==> src/rtl/firebird7_in_gate2_ijtag_access_seq_if.sv <==
`default_nettype none
// ============================================================================
// Module : firebird7_in_gate2_ijtag_access_seq_if
// Brief  : Host request/response bus of the IJTAG access sequencer.
// Rev    : 1.0
// ============================================================================
interface firebird7_in_gate2_ijtag_access_seq_if #(
  parameter int MAX_LEN = 32,
  parameter int LEN_W   = 6
);
  logic               req_valid;
  logic               req_ready;
  logic [LEN_W-1:0]   req_len;
  logic [MAX_LEN-1:0] req_data;
  logic               req_capture;
  logic               req_update;
  logic               abort;
  logic               rsp_valid;
  logic               rsp_ready;
  logic [MAX_LEN-1:0] rsp_data;

  modport master (
    output req_valid, req_len, req_data, req_capture, req_update, abort, rsp_ready,
    input  req_ready, rsp_valid, rsp_data
  );

  modport slave (
    input  req_valid, req_len, req_data, req_capture, req_update, abort, rsp_ready,
    output req_ready, rsp_valid, rsp_data
  );
endinterface
`default_nettype wire

==> src/rtl/firebird7_in_gate2_ijtag_access_seq.sv <==
`default_nettype none
// ============================================================================
// Module : firebird7_in_gate2_ijtag_access_seq
// Brief  : Capture/shift/update access sequencer driving an IJTAG network.
// Rev    : 1.0
// ============================================================================
module firebird7_in_gate2_ijtag_access_seq #(
  parameter int MAX_LEN = 32,
  parameter int LEN_W   = 6
) (
  input  wire logic                                     ijtag_tck,
  input  wire logic                                     ijtag_reset,
  firebird7_in_gate2_ijtag_access_seq_if.slave          bus,
  output logic                                          busy,
  output logic                                          ijtag_sel,
  output logic                                          ijtag_ce,
  output logic                                          ijtag_se,
  output logic                                          ijtag_ue,
  output logic                                          ijtag_si,
  input  wire logic                                     ijtag_so
);

  localparam int IDX_W = (MAX_LEN > 1) ? $clog2(MAX_LEN) : 1;
  localparam logic [LEN_W-1:0] C_MAX_LEN = LEN_W'(MAX_LEN);

  typedef enum logic [2:0] {
    S_IDLE    = 3'd0,
    S_CAPTURE = 3'd1,
    S_SHIFT   = 3'd2,
    S_UPDATE  = 3'd3,
    S_RESP    = 3'd4
  } state_t;

  state_t               state_q, state_d;
  logic [LEN_W-1:0]     len_q;
  logic [LEN_W-1:0]     cnt_q, cnt_d;
  logic [MAX_LEN-1:0]   data_q;
  logic [MAX_LEN-1:0]   rsp_q;
  logic                 cap_q;
  logic                 upd_q;

  logic [LEN_W-1:0]     w_eff_len;
  logic                 w_accept;
  logic                 w_last_bit;
  logic [IDX_W-1:0]     w_idx;

  assign w_eff_len  = (bus.req_len > C_MAX_LEN) ? C_MAX_LEN : bus.req_len;
  assign w_accept   = (state_q == S_IDLE) && bus.req_valid;
  assign w_last_bit = (cnt_q == (len_q - LEN_W'(1)));
  // The counter never reaches MAX_LEN inside SHIFT, so the low bits suffice.
  assign w_idx      = cnt_q[IDX_W-1:0];

  always_comb begin
    state_d = state_q;
    cnt_d   = cnt_q;
    case (state_q)
      S_IDLE: begin
        cnt_d = '0;
        if (bus.req_valid) begin
          if (bus.req_capture)            state_d = S_CAPTURE;
          else if (w_eff_len != '0)       state_d = S_SHIFT;
          else if (bus.req_update)        state_d = S_UPDATE;
          else                            state_d = S_RESP;
        end
      end
      S_CAPTURE: begin
        cnt_d = '0;
        if (bus.abort)                    state_d = S_IDLE;
        else if (len_q != '0)             state_d = S_SHIFT;
        else if (upd_q)                   state_d = S_UPDATE;
        else                              state_d = S_RESP;
      end
      S_SHIFT: begin
        if (bus.abort) begin
          cnt_d   = '0;
          state_d = S_IDLE;
        end else if (w_last_bit) begin
          cnt_d   = '0;
          state_d = upd_q ? S_UPDATE : S_RESP;
        end else begin
          cnt_d   = cnt_q + LEN_W'(1);
        end
      end
      S_UPDATE: begin
        state_d = bus.abort ? S_IDLE : S_RESP;
      end
      S_RESP: begin
        if (bus.rsp_ready)                state_d = S_IDLE;
      end
      default: begin
        cnt_d   = '0;
        state_d = S_IDLE;
      end
    endcase
  end

  always_ff @(posedge ijtag_tck or negedge ijtag_reset) begin
    if (!ijtag_reset) begin
      state_q <= S_IDLE;
      cnt_q   <= '0;
      len_q   <= '0;
      data_q  <= '0;
      cap_q   <= 1'b0;
      upd_q   <= 1'b0;
      rsp_q   <= '0;
    end else begin
      state_q <= state_d;
      cnt_q   <= cnt_d;
      if (w_accept) begin
        len_q  <= w_eff_len;
        data_q <= bus.req_data;
        cap_q  <= bus.req_capture;
        upd_q  <= bus.req_update;
        // Bits beyond the shift length must read back as zero.
        rsp_q  <= '0;
      end else if (state_q == S_SHIFT) begin
        rsp_q[w_idx] <= ijtag_so;
      end
    end
  end

  assign bus.req_ready = (state_q == S_IDLE);
  assign bus.rsp_valid = (state_q == S_RESP);
  assign bus.rsp_data  = rsp_q;
  assign busy          = (state_q != S_IDLE);
  assign ijtag_ce      = (state_q == S_CAPTURE);
  assign ijtag_se      = (state_q == S_SHIFT);
  assign ijtag_ue      = (state_q == S_UPDATE);
  assign ijtag_sel     = ijtag_ce | ijtag_se | ijtag_ue;
  assign ijtag_si      = ijtag_se & data_q[w_idx];

  // cap_q is kept for observability of the latched request.
  logic w_unused;
  assign w_unused = cap_q;

endmodule
`default_nettype wire

==> src/flat_wrapper.sv <==
// flat-port wrapper written by rule: the top's interface ports become plain ports
module firebird7_in_gate2_ijtag_access_seq_flat 
#(
  parameter int MAX_LEN = 32,
  parameter int LEN_W   = 6
)
  (ijtag_tck, ijtag_reset, busy, ijtag_sel, ijtag_ce, ijtag_se, ijtag_ue, ijtag_si, ijtag_so, bus_req_valid, bus_req_len, bus_req_data, bus_req_capture, bus_req_update, bus_abort, bus_rsp_ready, bus_req_ready, bus_rsp_valid, bus_rsp_data);
  firebird7_in_gate2_ijtag_access_seq_if #(.MAX_LEN(MAX_LEN), .LEN_W(LEN_W)) bus_i ();
  input  wire logic ijtag_tck;
  input  wire logic ijtag_reset;
  output logic busy;
  output logic ijtag_sel;
  output logic ijtag_ce;
  output logic ijtag_se;
  output logic ijtag_ue;
  output logic ijtag_si;
  input  wire logic ijtag_so;
  input wire logic [$bits(bus_i.req_valid)-1:0] bus_req_valid;
  input wire logic [$bits(bus_i.req_len)-1:0] bus_req_len;
  input wire logic [$bits(bus_i.req_data)-1:0] bus_req_data;
  input wire logic [$bits(bus_i.req_capture)-1:0] bus_req_capture;
  input wire logic [$bits(bus_i.req_update)-1:0] bus_req_update;
  input wire logic [$bits(bus_i.abort)-1:0] bus_abort;
  input wire logic [$bits(bus_i.rsp_ready)-1:0] bus_rsp_ready;
  output wire logic [$bits(bus_i.req_ready)-1:0] bus_req_ready;
  output wire logic [$bits(bus_i.rsp_valid)-1:0] bus_rsp_valid;
  output wire logic [$bits(bus_i.rsp_data)-1:0] bus_rsp_data;
  assign bus_i.req_valid = bus_req_valid;
  assign bus_i.req_len = bus_req_len;
  assign bus_i.req_data = bus_req_data;
  assign bus_i.req_capture = bus_req_capture;
  assign bus_i.req_update = bus_req_update;
  assign bus_i.abort = bus_abort;
  assign bus_i.rsp_ready = bus_rsp_ready;
  assign bus_req_ready = bus_i.req_ready;
  assign bus_rsp_valid = bus_i.rsp_valid;
  assign bus_rsp_data = bus_i.rsp_data;
  firebird7_in_gate2_ijtag_access_seq #(.MAX_LEN(MAX_LEN), .LEN_W(LEN_W)) u_core (.ijtag_tck(ijtag_tck), .ijtag_reset(ijtag_reset), .bus(bus_i), .busy(busy), .ijtag_sel(ijtag_sel), .ijtag_ce(ijtag_ce), .ijtag_se(ijtag_se), .ijtag_ue(ijtag_ue), .ijtag_si(ijtag_si), .ijtag_so(ijtag_so));
endmodule
==> config.mk <==
export PLATFORM = sky130hd
export DESIGN_NAME = firebird7_in_gate2_ijtag_access_seq_flat
export DESIGN_NICKNAME = d
export VERILOG_FILES = /design/src/rtl/firebird7_in_gate2_ijtag_access_seq_if.sv /design/src/rtl/firebird7_in_gate2_ijtag_access_seq.sv /design/src/flat_wrapper.sv
export SDC_FILE = /design/constraint.sdc
export NUM_CORES = 1
export LEC_CHECK = 0
export CAP_MARGIN = 20
export CORE_MARGIN = 10
export CORE_UTILIZATION = 45
export DETAILED_ROUTE_END_ITERATION = 8
export DONT_BUFFER_PORTS = 1
export PLACE_DENSITY_LB_ADDON = 0.05
export SLEW_MARGIN = 20
export SYNTH_ARGS = -nofsm -noshare
export SYNTH_HDL_FRONTEND = slang
export SYNTH_SLANG_ARGS = --single-unit
==> constraint.sdc <==
create_clock -name ijtag_tck -period 1.9 [get_ports ijtag_tck]
set_input_delay 0.38 -clock ijtag_tck [delete_from_list [all_inputs] [get_ports ijtag_tck]]
set_output_delay 0.38 -clock ijtag_tck [all_outputs]
set_load 0.1 [all_outputs]
Fig. 1: run 1, nets reached from selected ports
Drawn at 4 px/um.
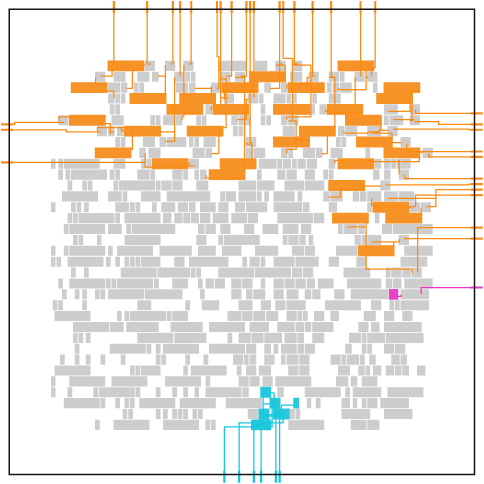
magenta -> `ijtag_sel`  # bits 1, direction output, edge east, end cells 1, wire 15.4 um
orange -> `bus_rsp_data`  # bits 32, direction output, edge 18 north, 11 east, 3 west, end cells 32, wire 1090 um
cyan -> `bus_req_len`  # bits 6, direction input, edge south, end cells 8, wire 151 um

Fig. 2: run 1, placement by cell class
Drawn at 2 px/um.
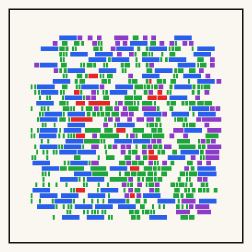
green -> all other logic  # cells 366
blue -> flops  # cells 80
red -> clock drivers and dummy loads  # cells 16
purple -> other buffers and delay cells  # cells 98
core utilization of the finished layout: 0.623
design area: 5520 um^2
core outline area: 8850 um^2
total number of placement rows: 34

Fig. 3: run 1, routed clock nets over the placement
Drawn at 4 px/um.
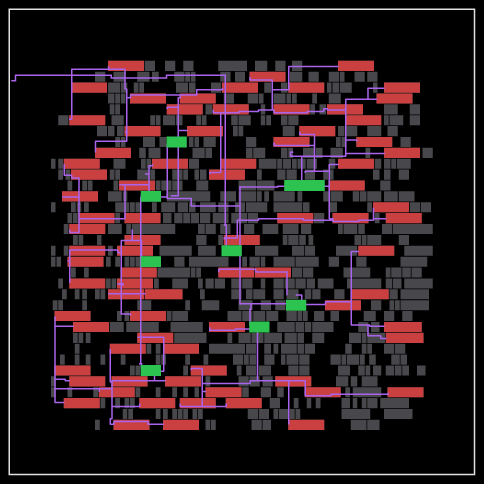
green -> cells driving clock nets  # count 9
purple -> clock wires  # length 1080 um
red -> flip-flops  # count 80
flops lie = spread over the die
Worst Skew: 20.1 ps
latest clock arrival within the worst-skew pair: 360 ps
clock share of power: 0.168
Clock group: 1.41 mW

==> impl_report.txt, run 1 <==
FLOW METRICS REPORT
----------------------------------------------------
[Synthesis]
  Library cells used by synthesis ........................ 50
  Total cell area reported by yosys after synthesis ........................ 4140 um^2
  Ys Warns ........................ 0
  List of most frequent post-synthesis cells ........................ sky130_fd_sc_hd__nand2_1 (142), sky130_fd_sc_hd__dfrtp_1 (80), sky130_fd_sc_hd__nor2_1 (39), sky130_fd_sc_hd__o21ai_0 (37), sky130_fd_sc_hd__a21oi_1 (27)
  Share of flip-flops with an asynchronous set or reset ........................ 1.00
  Count of flip-flops with a built-in enable after synthesis ........................ 0
  Largest family of logic cells by area ........................ simple AND/OR/NAND/NOR gates

[Status]
  Result of the run ........................ finished, violations left
  Violated checks ........................ negative hold slack, negative setup slack

[STA]
  Worst hold slack ........................ -283 ps
  Final setup violation count ........................ 9
  Max_slew headroom ........................ 0.578
  Worst setup slack after layout ........................ -441 ps
  Final number of hold-violating endpoints ........................ 80
  Fin Setup TNS ........................ -849 ps
  Unrepaired setup endpoints after global routing ........................ true

[Clock tree]
  Setup Fix Bufs, Post-CTS ........................ 7
  Library cell used as clock root buffer ........................ sky130_fd_sc_hd__clkbuf_8
  Max Root-Sink Buffers ........................ 2

[Routing]
  Iteration count of the initial detailed-routing pass ........................ 4
  Vias per std cell ........................ 5.31

[Critical path]
  Critical path peak fanout ........................ 3
  Reg2reg path depth ........................ 8
  Required time reported for the critical path endpoint ........................ 1520 ps
  Reg-to-reg critical path endpoint ........................ u_core.state_q[0]

[Floorplan]
  FP Core Util ........................ 0.468

[Final layout]
  Layout overhead on the synthesized area ........................ 33.1%
  Commonest Layout Cell ........................ sky130_fd_sc_hd__nand2_1

[Run]
  Number of warnings the tools reported ........................ 34

[Placed design]
  Placed cell areas ........................ 5030 um^2

----------------------------------------------------
-- run 1: per-layer routing --
metal / share of wire / up-vias / GRT usage / routed length, um
li1: - / 1769 / - / -
met1: 0.47 / 1703 / 0.218 / 5180
met2: 0.47 / 69 / 0.267 / 5200
met3: 0.056 / 9 / 0.0481 / 624
met4: 0.0097 / 0 / 0.0484 / 108
met5: 0 / - / 0 / 0
-- run 1: power by group through the flow --
stage	sequential, mW	combinational [mW]	clock [mW]
CTS	2.50	4.27	1.45
global route	2.54	4.90	1.51
global placement	2.53	3.96	0
detailed placement	2.53	4.02	0
finish	2.49	4.52	1.41
floorplan	2.53	2.90	0
-- run 1: area by class of cell --
| cell class | instances | area (um^2) | share of cell area |
|---|---|---|---|
| multi-input cells | 356 | 2210 | 0.400 |
| flip-flops and latches | 80 | 2010 | 0.364 |
| repair buffers | 98 | 911 | 0.165 |
| well taps | 108 | 135 | 0.0245 |
| clock buffers | 10 | 128 | 0.0231 |
| clock inverters | 6 | 92.6 | 0.0168 |
| inverters | 10 | 37.5 | 0.00680 |
-- run 1: worst max-delay path: stages, from the launching register on --
cell and delay [ps]:
sky130_fd_sc_hd__dfrtp_1 430, sky130_fd_sc_hd__buf_6 130, sky130_fd_sc_hd__buf_4 120, sky130_fd_sc_hd__nand3b_1 190, sky130_fd_sc_hd__o22ai_1 200, sky130_fd_sc_hd__o22ai_1 90, sky130_fd_sc_hd__nand2_1 110, sky130_fd_sc_hd__o2bb2ai_4 140
sky130_fd_sc_hd__buf_12 190
-- run 1: flip-flops by register name, indices dropped and copies added (netlist names) --
name,cells
u_core.bus.rsp_data,32
u_core.upd_q,1
u_core.len_q,6
u_core.data_q,32
u_core.cnt_q,6
u_core.state_q,3
==> inputs of run 2 (changes only) <==
- DONT_BUFFER_PORTS: 1 -> default
- PLACE_DENSITY: default -> 0.83
- PLACE_DENSITY_LB_ADDON: 0.05 -> default
Fig. 4: run 2, nets reached from selected ports
Drawn at 4 px/um.
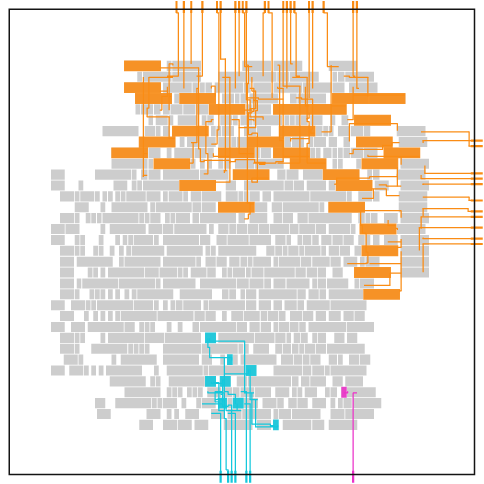
orange -> `bus_rsp_data`  # bits 32, direction output, edge 21 north, 11 east, end cells 32, wire 1300 um
magenta -> `ijtag_sel`  # bits 1, direction output, edge south, end cells 1, wire 22.1 um
cyan -> `bus_req_len`  # bits 6, direction input, edge south, end cells 8, wire 252 um

==> run 2 against run 1 <==
  * Sequential share of layout area decreased by 4.7 points
  * Hold slack improved by 760 ps
  * Via count increased by 19%
  * Core utilization increased by 9.2 points
  * Sequential power increased by 4%
  * The flow finishes with violations (negative setup slack)
  * Die area unchanged
  * Combinational power increased by 9.3%
  * Fmax decreased by 9.0%
  * Critical path type unchanged
==> impl_report.txt, run 2 <==
FLOW METRICS REPORT
----------------------------------------------------
[Status]
  Result of the run ........................ finished, violations left
  Violated checks ........................ negative setup slack

[STA]
  Final setup violation count ........................ 11
  Worst setup slack after layout ........................ -672 ps
  Final number of hold-violating endpoints ........................ 0

[Critical path]
  Buf/Inv on CP ........................ 2
  Critical Path, Cell by Cell ........................ buf_4, mux4_2, nand2_1, nand2_1, a22oi_2, o2bb2ai_4, buf_12
  Reg-to-reg critical path endpoint ........................ u_core.state_q[0]
  Required time reported for the critical path endpoint ........................ 1520 ps

[Synthesis]
  Total cell area reported by yosys after synthesis ........................ 4140 um^2
  List of most frequent post-synthesis cells ........................ sky130_fd_sc_hd__nand2_1 (142), sky130_fd_sc_hd__dfrtp_1 (80), sky130_fd_sc_hd__nor2_1 (39), sky130_fd_sc_hd__o21ai_0 (37), sky130_fd_sc_hd__a21oi_1 (27)
  Share of flip-flops with an asynchronous set or reset ........................ 1.00
  Ys Warns ........................ 0

[Global route]
  Met2 global-route usage ........................ 0.349

[Routing]
  Iteration count of the initial detailed-routing pass ........................ 5
  Uppermost signal routing layer after detailed routing ........................ met4
  Detailed-route wire length on metal 1 ........................ 4920 um
  Vias per std cell ........................ 5.95

[Power]
  Comb pwr ........................ 4.94 mW
  Clock share of power ........................ 0.162

[Clock tree]
  Max Root-Sink Buffers ........................ 2
  Library cell used as clock root buffer ........................ sky130_fd_sc_hd__clkbuf_8
  Latest clock arrival within the worst-skew pair ........................ 360 ps

[Final layout]
  Inverters ........................ 10
  Non-clock buffer share ........................ 0.265
  Non-CTS buffers ........................ 138
  Logic share of the area ........................ 0.355

[Floorplan]
  Tapcells inserted ........................ 108

----------------------------------------------------
Fig. 5: run 2, clock wiring as the flow saved it
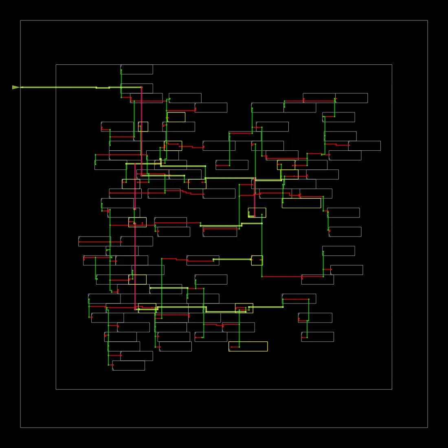
number of buffers created by CTS: 9
layout sequential cell count: 80
Worst Skew: 15.3 ps
CLK BUF: 11
Clock group: 1.46 mW

## run 2: cell count changes in the layout (fill, tap and decap cells not counted), sizes merged
cell / previous run / this run
buf: 98 / 93
clkinvlp: 2 / 1
clkinv: 1 / 0
clkdlybuf4s50: 0 / 44
o21ai: 38 / 39
dlygate4sd3: 0 / 1
clkbuf: 10 / 11
## run 2: worst max-delay path by stage
stage / start / slack (ps) / end / cells past startpoint
3_3_place_gp: u_core.cnt_q[0] / -170 / ijtag_si / 6
3_5_place_dp: u_core.cnt_q[0] / -240 / ijtag_si / 6
6_report: u_core.cnt_q[0] / -670 / ijtag_si / 7
4_1_cts: u_core.cnt_q[0] / -480 / ijtag_si / 5
2_1_floorplan: u_core.state_q[2] / -400 / ijtag_si / 5
5_1_grt: u_core.cnt_q[0] / -720 / ijtag_si / 7
## run 2: metrics by stage
| stage | instance area, um^2 | setup TNS, ps | power (mW) | hold WS, ps | instances |
|---|---|---|---|---|---|
| 2_1_floorplan | 4350 | -5870 | 5.43 | 84.4 | 475 |
| 3_3_place_gp | 5850 | -215 | 6.61 | 366 | 678 |
| 3_5_place_dp | 5850 | -1190 | 6.77 | 365 | 678 |
| 4_1_cts | 6250 | -763 | 8.58 | 484 | 704 |
| 5_1_grt | 6330 | -2870 | 9.41 | 501 | 708 |
| 6_report | 6330 | -2110 | 9.00 | 482 | 708 |
## run 2: logic make-up after synthesis
family                     synth area share
buffers and inverters                0.0429
AOI/OAI and AO/OA                     0.131
xor gates and xnor gates             0.0148
adders and majority gates            0.0151
muxes                                0.0610
DFF                                   0.483
and+or+nand+nor                       0.252
## run 2: repair_timing
item	4_1_cts	5_1_grt
gates resized	23	17
setup buffers	9	4
endpoints found under the setup margin	22	37
hold buffers	1	0
hold endpoints to repair	28	0
pin swaps	13	6
gates cloned	1	0
Power and IR drop assume default switching activity.
